===== src/rtl/core_run_controller.sv =====
`default_nettype none
// ============================================================================
// Module   : core_run_controller
// Purpose  : Run sequencer for the 9-bit, 4-register core. Clears the
//            register file, releases the core, detects halt (halt PC or a
//            run of all-zero instructions), enforces a cycle budget and
//            reports done, timeout and cycle/instruction counts.
// Revision : 1.0 - initial release
// ============================================================================
module core_run_controller #(
    parameter int                PC_W       = 8,
    parameter int                CYCLE_W    = 16,
    parameter int unsigned       MAX_CYCLES = 16'hFFFF,
    parameter logic [PC_W-1:0]   HALT_PC    = 8'hFF,
    parameter int                HALT_ZEROS = 1,
    parameter int                NUM_REGS   = 4
) (
    input  logic               clk,
    input  logic               reset,
    input  logic               start,
    input  logic [PC_W-1:0]    pc,
    input  logic [8:0]         mach_code,
    output logic               core_rst,
    output logic               core_en,
    output logic               clr_wen,
    output logic [1:0]         clr_addr,
    output logic               done,
    output logic               timeout,
    output logic [CYCLE_W-1:0] cycle_count,
    output logic [CYCLE_W-1:0] instr_count
);

    localparam logic [1:0] c_IDLE  = 2'd0;
    localparam logic [1:0] c_CLEAR = 2'd1;
    localparam logic [1:0] c_RUN   = 2'd2;
    localparam logic [1:0] c_DONE  = 2'd3;

    localparam logic [1:0]         c_LAST_ADDR  = 2'(NUM_REGS - 1);
    localparam logic [2:0]         c_ZR_HALT    = 3'(HALT_ZEROS - 1);
    localparam logic [CYCLE_W-1:0] c_LAST_CYCLE = CYCLE_W'(MAX_CYCLES - 1);

    logic [1:0]         r_state;
    logic [1:0]         r_clr_addr;
    logic [2:0]         r_zero_run;
    logic               r_timeout;
    logic [CYCLE_W-1:0] r_cycle_count;
    logic [CYCLE_W-1:0] r_instr_count;

    logic w_in_run;
    logic w_halt_now;
    logic w_core_en;
    logic w_last_budget;

    // Halt detection and commit enable; the halting instruction never commits
    always_comb begin
        w_in_run      = (r_state == c_RUN);
        w_halt_now    = w_in_run &&
                        ((pc == HALT_PC) ||
                         ((mach_code == 9'd0) && (r_zero_run == c_ZR_HALT)));
        w_core_en     = w_in_run && !w_halt_now;
        w_last_budget = (r_cycle_count == c_LAST_CYCLE);
    end

    // Main sequencer: state, clear address, counters and timeout flag
    always_ff @(posedge clk or negedge reset) begin
        if (!reset) begin
            r_state       <= c_IDLE;
            r_clr_addr    <= 2'd0;
            r_timeout     <= 1'b0;
            r_cycle_count <= '0;
            r_instr_count <= '0;
        end else begin
            case (r_state)
                c_IDLE, c_DONE: begin
                    // A new run starts from a clean slate on the same edge
                    if (start) begin
                        r_state       <= c_CLEAR;
                        r_clr_addr    <= 2'd0;
                        r_timeout     <= 1'b0;
                        r_cycle_count <= '0;
                        r_instr_count <= '0;
                    end
                end
                c_CLEAR: begin
                    if (r_clr_addr == c_LAST_ADDR) begin
                        r_state    <= c_RUN;
                        r_clr_addr <= 2'd0;
                    end else begin
                        r_clr_addr <= r_clr_addr + 2'd1;
                    end
                end
                c_RUN: begin
                    if (r_cycle_count != '1) begin
                        r_cycle_count <= r_cycle_count + 1'b1;
                    end
                    if (w_core_en && (r_instr_count != '1)) begin
                        r_instr_count <= r_instr_count + 1'b1;
                    end
                    // Halt wins over budget expiry in the same cycle
                    if (w_halt_now) begin
                        r_state   <= c_DONE;
                        r_timeout <= 1'b0;
                    end else if (w_last_budget) begin
                        r_state   <= c_DONE;
                        r_timeout <= 1'b1;
                    end
                end
                default: r_state <= c_IDLE;
            endcase
        end
    end

    // Consecutive all-zero instruction counter, only live while running
    always_ff @(posedge clk or negedge reset) begin
        if (!reset) begin
            r_zero_run <= 3'd0;
        end else if (!w_in_run || (mach_code != 9'd0)) begin
            r_zero_run <= 3'd0;
        end else if (r_zero_run != 3'd7) begin
            r_zero_run <= r_zero_run + 3'd1;
        end
    end

    assign core_rst    = (r_state == c_IDLE) || (r_state == c_CLEAR);
    assign core_en     = w_core_en;
    assign clr_wen     = (r_state == c_CLEAR);
    assign clr_addr    = r_clr_addr;
    assign done        = (r_state == c_DONE);
    assign timeout     = r_timeout;
    assign cycle_count = r_cycle_count;
    assign instr_count = r_instr_count;

endmodule
`default_nettype wire


===== config.mk =====
export PLATFORM = sky130hd
export DESIGN_NAME = core_run_controller
export DESIGN_NICKNAME = d
export VERILOG_FILES = /design/src/rtl/core_run_controller.sv
export SDC_FILE = /design/constraint.sdc
export NUM_CORES = 1
export LEC_CHECK = 0
export CORE_MARGIN = 2
export CORE_UTILIZATION = 55
export DETAILED_ROUTE_END_ITERATION = 8
export PLACE_DENSITY = 0.87
export SYNTH_ARGS = -nofsm -noshare
export SYNTH_HDL_FRONTEND = slang
export SYNTH_SLANG_ARGS = --single-unit

===== constraint.sdc =====
create_clock -name clk -period 4.56 [get_ports clk]
set_input_delay 1.14 -clock clk [delete_from_list [all_inputs] [get_ports clk]]
set_output_delay 1.14 -clock clk [all_outputs]
set_load 0.02 [all_outputs]

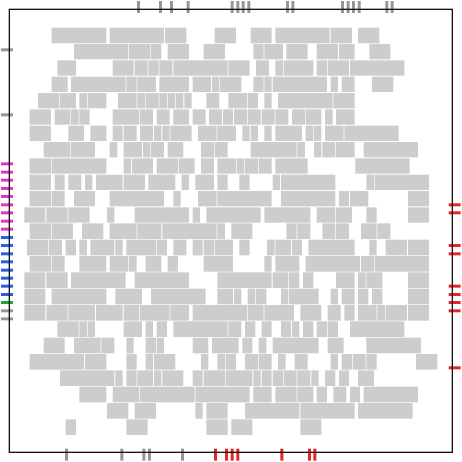
(images/pinout.png)
(6 px per µm) Pins as bars across the die edge, other pins in gray.
blue -> pc  # pins 8, direction input, edge left
red -> cycle_count  # pins 16, direction output, edge 9 right, 7 bottom
magenta -> mach_code  # pins 9, direction input, edge left
green -> done  # pins 1, direction output, edge left
all pins by edge = 22 left, 16 top, 12 bottom, 9 right

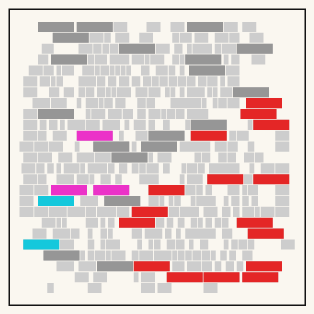
(images/ff_map.png)
(4 px per µm)
magenta -> r_zero_run  # flops 3
cyan -> r_state  # flops 2
red -> cycle_count  # flops 16
not colored = 19

==> results.cfg <==
; yosys + openroad results
[final_layout]
signal_buffers = 61
lay_top_cells = 57 x clkdlybuf4s50_1, 40 x dfrtp_1, 34 x nand2_1
drive_gt1_share_pct = 8.41
comb_cells = 224
areaGrowthSynthToFinish_pct = 25.0
n_all_inverters = 12
largest_class = combinational gates
diodes = 0

[timing]
finalClockPeriodUsage_pct = 91.7
drv_slew = 0
report.final.hold_viol_count = 0

[clock_tree]
clkSinkCount = 40
cts-root-buf = clkbuf_8
cts_tree = yes
hold_buffers = 0
post_cts_resized = 0

[power]
p_sw_share_pct = 43.2
clk-power_mw = 0.247
p_leak_nw = 1.35
p_seq_share_pct = 32.8
pwr-share-comb_pct = 47.9
p_switching_mw = 0.554
intPower_mw = 0.730

[critical_path]
worstSetupStartpointType = input pin
path_class = in -> out
crit_fanout = 14
critPathCaptureType = output port
r2r_cells = 6
worstSetupStartpoint = mach_code[1]

[synth]
synthesis.nets = 323
yosys_warnings = 0
synthMostInstantiatedCell = dfrtp_1
yosys.area_share.simple_pct = 28.7
area_leaders = dfrtp_1 38%, ha_1 5.6%, nand2_1 4.8%
flop_cell = dfrtp_1
syn_inst = 291
yosys_cells = 291

[grt]
antenna_found_initial = 0
grt-ovfl-total = 0
grt_use_met2_pct = 44.0
busiest_layer = met2
grt_pass1_wl_um = 10900

[worst_hold_path]
worstHoldEndpoint = clr_addr[0]$_DFFE_PN0P_

[run_status]
status = completed

[routing]
drc_errors = 0
via_per_inst = 6.43
met2_length_um = 3240
top_layer_used = met4

[die]
chip_area_um2 = 5420
rows = 25

[placed_design]
port_buffers = 58
==> metrics by stage <==
| step | area (µm²) | std cells | util, % | worst slack, ns | hold WS, ns |
|---|---|---|---|---|---|
| after floorplan | 2660 | 291 | - | 1.27 | 0.512 |
| after global placement | 3240 | 391 | 69.1 | 0.465 | 0.501 |
| after detailed placement | 3240 | 391 | 69.1 | 0.413 | 0.504 |
| after CTS | 3330 | 399 | 71.0 | 0.407 | 0.518 |
| after global routing | 3330 | 399 | 71.0 | 0.307 | 0.542 |
| final | 3330 | 399 | 71.0 | 0.377 | 0.514 |
==> how the worst max path moves through the flow <==
stage	endpoint	slack, ns	cells past startpoint
finish	core_en	0.38	6
global route	core_en	0.31	6
CTS	core_en	0.41	6
detailed placement	core_en	0.41	6
global placement	core_en	0.46	6
floorplan	core_en	1.27	6
Power and IR drop assume default switching activity.
